**Run 1: close-up of the layout**

Window x 73 to 98, y 16 to 41 um. Cells in gray, sequential cells in the stronger gray; small squares are vias.
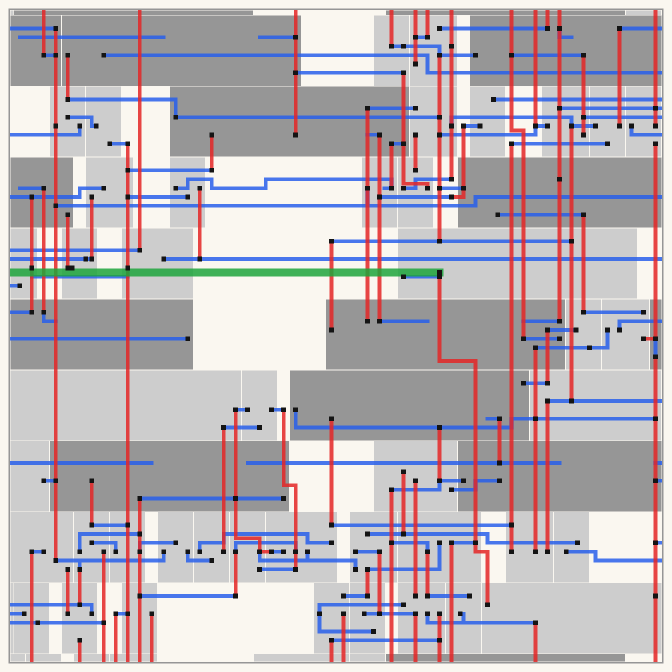
**Run 1: routing congestion**

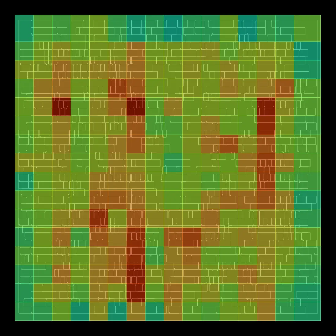
**Run 1: met4 routing**

Cells faint in the background.
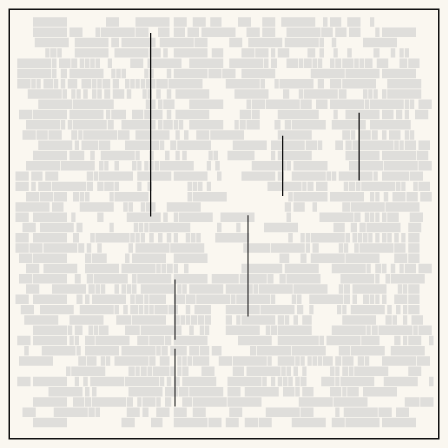
**Run 1: metal layers overlaid**

Only two layers are drawn.
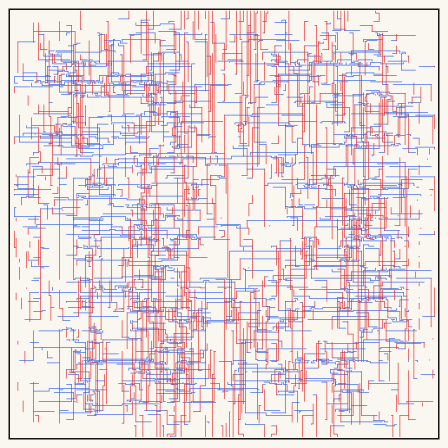
`config.mk`:
```
export PLATFORM = sky130hd
export DESIGN_NAME = fir_coeff_sequencer
export DESIGN_NICKNAME = d
export VERILOG_FILES = /design/src/rtl/fir_seq_pkg.sv /design/src/rtl/tgl_event_det.sv /design/src/rtl/fir_coeff_sequencer.sv
export SDC_FILE = /design/constraint.sdc
export NUM_CORES = 1
export LEC_CHECK = 0
export ABC_AREA = 1
export CAP_MARGIN = 20
export CORE_UTILIZATION = 55
export DETAILED_ROUTE_END_ITERATION = 8
export PLACE_DENSITY_LB_ADDON = 0.15
export SYNTH_ARGS = -nofsm -noshare
export SYNTH_HDL_FRONTEND = slang
export SYNTH_SLANG_ARGS = --single-unit
```
`constraint.sdc`:
```
create_clock -name user_clk -period 2.2 [get_ports user_clk]
set_input_delay 0.44 -clock user_clk [delete_from_list [all_inputs] [get_ports user_clk]]
set_output_delay 0.44 -clock user_clk [all_outputs]
set_load 0.01 [all_outputs]
```
`src/rtl/fir_seq_pkg.sv`:
```
// rtl/fir_seq_pkg.sv - shared types and bit positions for the FIR coefficient sequencer
//
// Contents:
//   seq_state_t    sequencer states
//   *_TGL          toggle bit positions inside cfg_ctrl
//   ST_*           field positions inside the status readback word
package fir_seq_pkg;

  typedef enum logic [1:0] {
    ST_IDLE  = 2'd0,
    ST_WRITE = 2'd1,
    ST_CLEAR = 2'd2,
    ST_ARMED = 2'd3
  } seq_state_t;

  // cfg_ctrl toggle bits; software flips a bit to raise one event
  localparam int WR_TGL     = 16;
  localparam int COMMIT_TGL = 17;
  localparam int CLEAR_TGL  = 18;

  // status word layout
  localparam int ST_SWAP_LSB  = 0;
  localparam int ST_SWAP_W    = 16;
  localparam int ST_WRCNT_LSB = 16;
  localparam int ST_WRCNT_W   = 8;
  localparam int ST_BUSY_BIT  = 24;
  localparam int ST_ARMED_BIT = 25;
  localparam int ST_OVF_BIT   = 26;
  localparam int ST_ARMERR_BIT = 27;
  localparam int ST_ACTIVE_BIT = 28;

endpackage

```
`src/rtl/tgl_event_det.sv`:
```
// rtl/tgl_event_det.sv - registered toggle-change detector with post-reset priming
//
// Ports:
//   clk    in   clock, rising edge
//   rst_n  in   asynchronous active-low reset
//   tgl    in   W toggle bits (already registered upstream)
//   evt    out  W one-cycle event flags, high where tgl differs from its previous value
module tgl_event_det #(
  parameter int W = 3
) (
  input  logic         clk,
  input  logic         rst_n,
  input  logic [W-1:0] tgl,
  output logic [W-1:0] evt
);

  logic [W-1:0] prev;
  logic         seen;
  logic         primed;

  // prev holds the reset value of the input stage during the first cycle after
  // release, so comparisons are masked until prev has captured a real sample.
  always_ff @(posedge clk or negedge rst_n) begin
    if (!rst_n) begin
      prev   <= '0;
      seen   <= 1'b0;
      primed <= 1'b0;
    end else begin
      prev   <= tgl;
      seen   <= 1'b1;
      primed <= seen;
    end
  end

  assign evt = primed ? (tgl ^ prev) : '0;

endmodule

```
`src/rtl/fir_coeff_sequencer.sv`:
```
// rtl/fir_coeff_sequencer.sv - sequences software coefficient updates into a double-buffered FIR RAM
//
// Ports:
//   user_clk     in   fabric clock, rising edge
//   user_rst_n   in   asynchronous active-low reset
//   cfg_data     in   packed tap pair, [31:16] even tap, [15:0] odd tap
//   cfg_ctrl     in   [ADDR_W-1:0] pair address, [16] write, [17] commit, [18] clear toggles
//   sync_in      in   one-cycle vector-boundary pulse from the FIR datapath
//   coef_we      out  shadow RAM write enable
//   coef_addr    out  shadow RAM pair address
//   coef_wdata   out  shadow RAM write data
//   coef_bank    out  bank being written (always ~active_bank)
//   active_bank  out  bank the FIR reads
//   busy         out  sequencer not idle or an event pending
//   status       out  registered readback word
module fir_coeff_sequencer
  import fir_seq_pkg::*;
#(
  parameter int N_PAIRS = 32,
  parameter int ADDR_W  = 5,
  parameter int COEFF_W = 16
) (
  input  logic                 user_clk,
  input  logic                 user_rst_n,
  input  logic [31:0]          cfg_data,
  input  logic [31:0]          cfg_ctrl,
  input  logic                 sync_in,
  output logic                 coef_we,
  output logic [ADDR_W-1:0]    coef_addr,
  output logic [2*COEFF_W-1:0] coef_wdata,
  output logic                 coef_bank,
  output logic                 active_bank,
  output logic                 busy,
  output logic [31:0]          status
);

  localparam logic [ADDR_W-1:0] LAST_ADDR  = ADDR_W'(N_PAIRS - 1);
  localparam logic [ADDR_W:0]   N_PAIRS_EXT = (ADDR_W + 1)'(N_PAIRS);
  localparam logic [ADDR_W-1:0] ADDR_ONE   = ADDR_W'(1);

  // Input stage
  logic [2*COEFF_W-1:0] q_data;
  logic [ADDR_W-1:0]    q_addr;
  logic [2:0]           q_tgl;
  logic                 cfg_unused;

  assign cfg_unused = ^{cfg_ctrl, cfg_data};

  always_ff @(posedge user_clk or negedge user_rst_n) begin
    if (!user_rst_n) begin
      q_data <= '0;
      q_addr <= '0;
      q_tgl  <= '0;
    end else begin
      q_data <= cfg_data[2*COEFF_W-1:0];
      q_addr <= cfg_ctrl[ADDR_W-1:0];
      q_tgl  <= cfg_ctrl[CLEAR_TGL:WR_TGL];
    end
  end

  // evt[0] write, evt[1] commit, evt[2] clear
  logic [2:0] evt;

  tgl_event_det #(.W(3)) u_tgl_event_det (
    .clk   (user_clk),
    .rst_n (user_rst_n),
    .tgl   (q_tgl),
    .evt   (evt)
  );

  seq_state_t           state, next_state;
  logic                 pend_wr, pend_cm, pend_cl;
  logic [ADDR_W-1:0]    wr_addr;
  logic [2*COEFF_W-1:0] wr_data;
  logic [ADDR_W-1:0]    act_addr;
  logic [2*COEFF_W-1:0] act_data;
  logic                 ovf_err, arm_err;
  logic                 armed_entry;
  logic                 active_r;
  logic [7:0]           wr_cnt;
  logic [15:0]          swap_cnt;
  logic [31:0]          status_r, status_nxt;
  logic                 wr_take, cl_take, cm_take, swap;
  logic                 wr_addr_ok;

  assign wr_addr_ok = ({1'b0, wr_addr} < N_PAIRS_EXT);

  always_ff @(posedge user_clk or negedge user_rst_n) begin
    if (!user_rst_n) state <= ST_IDLE;
    else             state <= next_state;
  end

  always_comb begin
    next_state = state;
    wr_take    = 1'b0;
    cl_take    = 1'b0;
    cm_take    = 1'b0;
    swap       = 1'b0;
    case (state)
      ST_IDLE: begin
        if (pend_cl) begin
          cl_take    = 1'b1;
          next_state = ST_CLEAR;
        end else if (pend_wr) begin
          // an out-of-range write is consumed here without entering WRITE
          wr_take = 1'b1;
          if (wr_addr_ok) next_state = ST_WRITE;
        end else if (pend_cm) begin
          cm_take    = 1'b1;
          next_state = ST_ARMED;
        end
      end
      ST_WRITE: next_state = ST_IDLE;
      ST_CLEAR: if (act_addr == LAST_ADDR) next_state = ST_IDLE;
      ST_ARMED: begin
        if (sync_in && !armed_entry) begin
          swap       = 1'b1;
          next_state = ST_IDLE;
        end
      end
      default: next_state = ST_IDLE;
    endcase
  end

  always_ff @(posedge user_clk or negedge user_rst_n) begin
    if (!user_rst_n) begin
      pend_wr     <= 1'b0;
      pend_cm     <= 1'b0;
      pend_cl     <= 1'b0;
      wr_addr     <= '0;
      wr_data     <= '0;
      act_addr    <= '0;
      act_data    <= '0;
      ovf_err     <= 1'b0;
      arm_err     <= 1'b0;
      armed_entry <= 1'b0;
      active_r    <= 1'b0;
      wr_cnt      <= '0;
      swap_cnt    <= '0;
    end else begin
      armed_entry <= cm_take;

      // Errors are cleared when a clear starts; any error raised in the
      // same cycle is written later in this block and therefore survives.
      if (cl_take) begin
        ovf_err <= 1'b0;
        arm_err <= 1'b0;
      end
      if (wr_take && !wr_addr_ok) ovf_err <= 1'b1;

      // A flag being consumed this cycle frees its slot for a new event.
      if (wr_take) pend_wr <= 1'b0;
      if (evt[0]) begin
        if (pend_wr && !wr_take) begin
          ovf_err <= 1'b1;
        end else begin
          pend_wr <= 1'b1;
          wr_addr <= q_addr;
          wr_data <= q_data;
        end
      end

      if (cl_take) pend_cl <= 1'b0;
      if (evt[2]) begin
        if (pend_cl && !cl_take) ovf_err <= 1'b1;
        else                     pend_cl <= 1'b1;
      end

      if (cm_take) pend_cm <= 1'b0;
      if (evt[1]) begin
        if (pend_cm || state == ST_ARMED) arm_err <= 1'b1;
        else                              pend_cm <= 1'b1;
      end

      if (wr_take) begin
        act_addr <= wr_addr;
        act_data <= wr_data;
      end else if (cl_take) begin
        act_addr <= '0;
      end else if (state == ST_CLEAR) begin
        act_addr <= act_addr + ADDR_ONE;
      end

      if (state == ST_WRITE) wr_cnt <= wr_cnt + 8'd1;

      if (swap) begin
        active_r <= ~active_r;
        swap_cnt <= swap_cnt + 16'd1;
      end
    end
  end

  assign busy        = (state != ST_IDLE) || pend_wr || pend_cm || pend_cl;
  assign coef_we     = (state == ST_WRITE) || (state == ST_CLEAR);
  assign coef_addr   = act_addr;
  assign coef_wdata  = (state == ST_WRITE) ? act_data : '0;
  assign active_bank = active_r;
  assign coef_bank   = ~active_r;

  always_comb begin
    status_nxt = '0;
    status_nxt[ST_SWAP_LSB +: ST_SWAP_W]   = swap_cnt;
    status_nxt[ST_WRCNT_LSB +: ST_WRCNT_W] = wr_cnt;
    status_nxt[ST_BUSY_BIT]   = busy;
    status_nxt[ST_ARMED_BIT]  = (state == ST_ARMED);
    status_nxt[ST_OVF_BIT]    = ovf_err;
    status_nxt[ST_ARMERR_BIT] = arm_err;
    status_nxt[ST_ACTIVE_BIT] = active_r;
  end

  always_ff @(posedge user_clk or negedge user_rst_n) begin
    if (!user_rst_n) status_r <= '0;
    else             status_r <= status_nxt;
  end

  assign status = status_r;

endmodule

```
==> flow_summary_export.csv, run 1 <==
group,metric,value,unit
final_layout,nFillCells,845,
die,num_tap_cells,168,
worst_hold_path,min_path_type,"reg -> reg",
clock_tree,post_cts_buffers,5,
final_layout,nClkBuffers,21,
grt,grt_pass1_wl,21500,um
die,initCoreUtil,56.5,%
logic_synthesis,synthMuxAreaShare,0,%
clock_tree,cts_tree,"yes",
clock_tree,hold_buffers,1,
setup_path,critPathCaptureType,"primary output",
logic_synthesis,ys_cells,652,
power_and_ir_drop,p_total,11.4,mW
setup_path,path_delay_family,"buffers and inverters",
timing,fin_tns_setup,0,ns
timing,setup_violations,0,
clock_tree,cts.repair.resized,39,
placed_design,dp_cells,924,
die,fp.dieW,113,um
final_layout,comb_cells,364,
logic_synthesis,synth.yosys.chip_area,6820,um^2
logic_synthesis,adder_share,1.65,%
final_layout,signal_buffer_area_fraction,14.6,%
setup_path,critPathMaxStageDelay,0.39,ns
job,maxCapViolations,0,
logic_synthesis,synth_area_leader_cell,"dfrtp_1",
final_layout,stdcell_area,8850,um^2
clock_tree,path_clk_slew,0.06,ns
logic_synthesis,synth_area_per_cell,10.5,um^2
setup_path,critPathKind,"reg -> out",
logic_synthesis,edf_count,0,
job,tool_warnings,54,
final_layout,antenna_cells,0,
setup_path,timing.rr.end,"swap_cnt[9]$_DFFE_PN0P_",
logic_synthesis,compound_area_share,5.74,%
final_layout,fin_util,73.4,%
timing,finalClockSkew,0.00890,ns
drt,top_layer,"met4",
final_layout,layout_top_cells,"181 x dfrtp_1, 165 x nand2_1, 83 x inv_1, 77 x clkdlybuf4s50_1, 49 x nor2_1",
outcome,outcome,"completed",
grt,antenna_found_initial,0,
final_layout,seq_cells,181,
final_layout,lay_top_count,"dfrtp_1",
clock_tree,htree_num_levels,4,
final_layout,clk_share,7.38,%
final_layout,n_all_inverters,87,
setup_path,arrival,1.70,ns
logic_synthesis,synth_flops,181,
Notes on 'close-up of the layout' above:
color	layer
red	M2
green	M3
blue	M1
sequential cells in the window	9
cells with their middle in the window	51
most frequent	nand2_1 (13), dfrtp_1 (9), inv_1 (8)
netlist names of flops here include	`act_data` (4), `wr_cnt` (2), `wr_data` (2)

Notes on 'routing congestion' above:
met2 Use GR: 34.8%
routed wire length per instance: 13.3 um
global route hottest layer: met2

Notes on 'met4 routing' above:
share of all routed wire	1.1%
nets with wire on the layer	4
main direction	vertical
longest straight run	48.3 um
wire length on this layer	139 um
DR vias: 4618
drt total wl: 12800 um

Notes on 'metal layers overlaid' above:
color	layer	wire length
blue	M1	5760 um
red	M2	6310 um
all-layer global routing usage: 21.9%

[run 1: how the worst max path moves through the flow]
stage	cells past startpoint	slack [ns]	startpoint	to
after global routing	6	0.002	state[0]$_DFFE_PN0P_	coef_wdata[3]
after CTS	7	0.0007	state[1]$_DFFE_PN0P_	busy
after global placement	6	0.11	state[1]$_DFFE_PN0P_	coef_wdata[3]
final	6	0.06	state[0]$_DFFE_PN0P_	coef_wdata[19]
after floorplan	6	0.54	state[1]$_DFFE_PN0P_	coef_wdata[10]
after detailed placement	6	0.09	state[1]$_DFFE_PN0P_	coef_wdata[3]
[run 1: where the power goes]
group	leakage (nW)	internal, mW	total (mW)	switching [mW]
logic	2.09	1.42	3.26	1.84
clock network	0.317	2.15	3.32	1.17
registers	2.21	4.28	4.81	0.523
**Run 1: PDN straps and rails**

Scale bar: 20 um. Pins as bars on the die edge. Tap cells in gray.
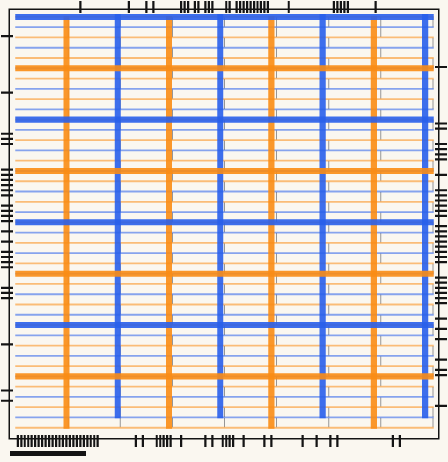

==> run 2: changes to the inputs <==
Settings changed: CORE_UTILIZATION 55 to 46.
Clock period 2.2 ns to 1.95 ns, I/O delays scaled along.
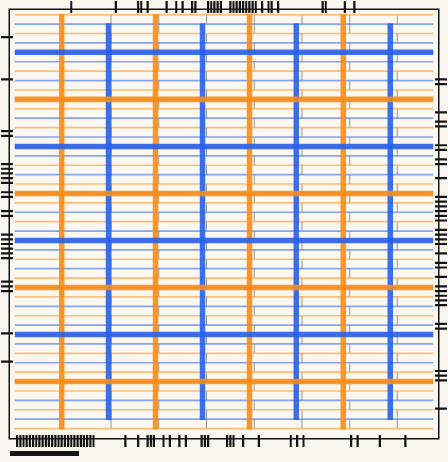
**Above:** run 2 (PDN straps and rails).
Scale bar: 20 um. Pins as bars on the die edge. Tap cells in gray.
color	net
blue	VDD
orange	VSS
tap cells	184
met1 rails	45
met4 straps	8
rows	44
worst ir drop on vdd: 901 uV
DIE HEIGHT: 124 um
die span in x: 124 um
core footprint: 14500 um^2

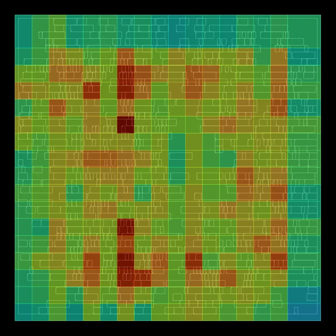
**Above:** run 2 (routing congestion).
GR Util met1: 23.6%
met2 Use GR: 29.5%
routed wire length per instance: 13.1 um

==> run 2 against run 1 <==
  * Core utilization shrank 10 points
  * Largest power group unchanged
  * Sequential power increased by 14%
  * Critical path type unchanged
  * First-iteration DRC count grew 0.97%
  * Synthesized area unchanged
==> flow_summary_export.csv, run 2 <==
group,metric,value,unit
power_and_ir_drop,p_switching,4.33,mW
logic_synthesis,edf_count,0,
power_and_ir_drop,internal_power,8.73,mW
timing,finalClockSkew,0.00988,ns
drt,top_layer,"met4",
die,initCoreUtil,47.1,%
clock_tree,cts_tree,"yes",
setup_path,critPathMaxStageDelay,0.43,ns
clock_tree,post_cts_buffers,8,
setup_path,path_delay_family,"buffers and inverters",
setup_path,critPathCaptureType,"primary output",
logic_synthesis,synth_area_leader_cell,"dfrtp_1",
setup_path,worst-path-stages,6,
job,maxCapViolations,0,
power_and_ir_drop,clockPowerShare,25.5,%
job,tool_warnings,56,
setup_path,startpoint,"state[0]$_DFFE_PN0P_",
final_layout,nFillCells,1135,
clock_tree,cts.repair.resized,164,
power_and_ir_drop,p_comb_share,32.4,%
power_and_ir_drop,p_seq_share,42.0,%
timing,fin_tns_setup,0,ns
clock_tree,path_clk_slew,0.07,ns
setup_path,arrival,1.54,ns
power_and_ir_drop,p_sw_share,33.2,%
setup_path,critPathKind,"reg -> out",
grt,grt_pass1_wl,21200,um
worst_hold_path,min_path_type,"reg -> reg",
logic_synthesis,synth.yosys.chip_area,6820,um^2
setup_path,timing.rr.end,"wr_cnt[5]$_DFFE_PN0N_",
logic_synthesis,adder_share,1.65,%
setup_path,crit_end,"coef_wdata[3]",
logic_synthesis,synth_flops,181,
power_and_ir_drop,p_total,13.1,mW
timing,setup_violations,0,
logic_synthesis,synth_area_per_cell,10.5,um^2
timing,fin_ws,0.0154,ns
die,die-area,15300,um^2
final_layout,antenna_cells,0,
grt,grtUsageMet3,5.13,%
grt,busiest_layer,"met2",
final_layout,lay_top_count,"dfrtp_1",
logic_synthesis,synthMuxAreaShare,0,%
clock_tree,hold_buffers,1,
outcome,outcome,"completed",
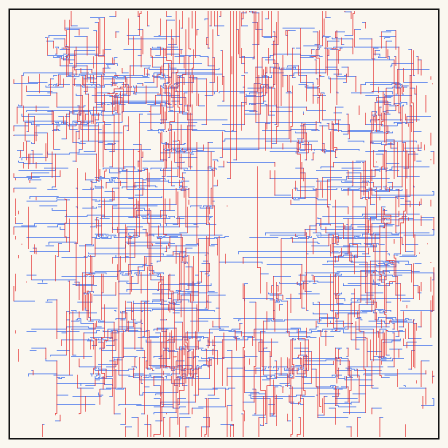
**Above:** run 2 (metal layers overlaid).
Only two layers are drawn.
color	layer	wire length
blue	M1	5880 um
red	M2	6430 um
DR vias: 4614
drt total wl: 13000 um
all-layer global routing usage: 18.3%

==> run 2: metrics by stage <==
step | cells | utilization [%]
after global placement | 947 | 56.7
after floorplan | 654 | -
after detailed placement | 947 | 56.7
final | 993 | 63.1
after global routing | 993 | 63.1
after CTS | 989 | 61.0
==> run 2: layout make-up <==
class	instances	area [um^2]	share of cell area, %
clock buffers	17	425	4.66
clock inverters	15	156	1.71
inverters	87	329	3.60
multi-input cells	364	1960	21.4
flip-flops and latches	181	4530	49.6
well taps	184	230	2.52
repair buffers	145	1500	16.5
==> run 2: power groups by stage <==
stage                     Combinational (mW)  Sequential, mW  Clock, mW
after floorplan                         2.25            5.43          0
after global placement                  3.57            5.43          0
final                                   4.24            5.49       3.34
after global routing                    4.72            5.61       3.58
after CTS                               3.93            5.43       3.42
after detailed placement                3.72            5.48          0
Power is estimated from default activity; no workload was simulated.
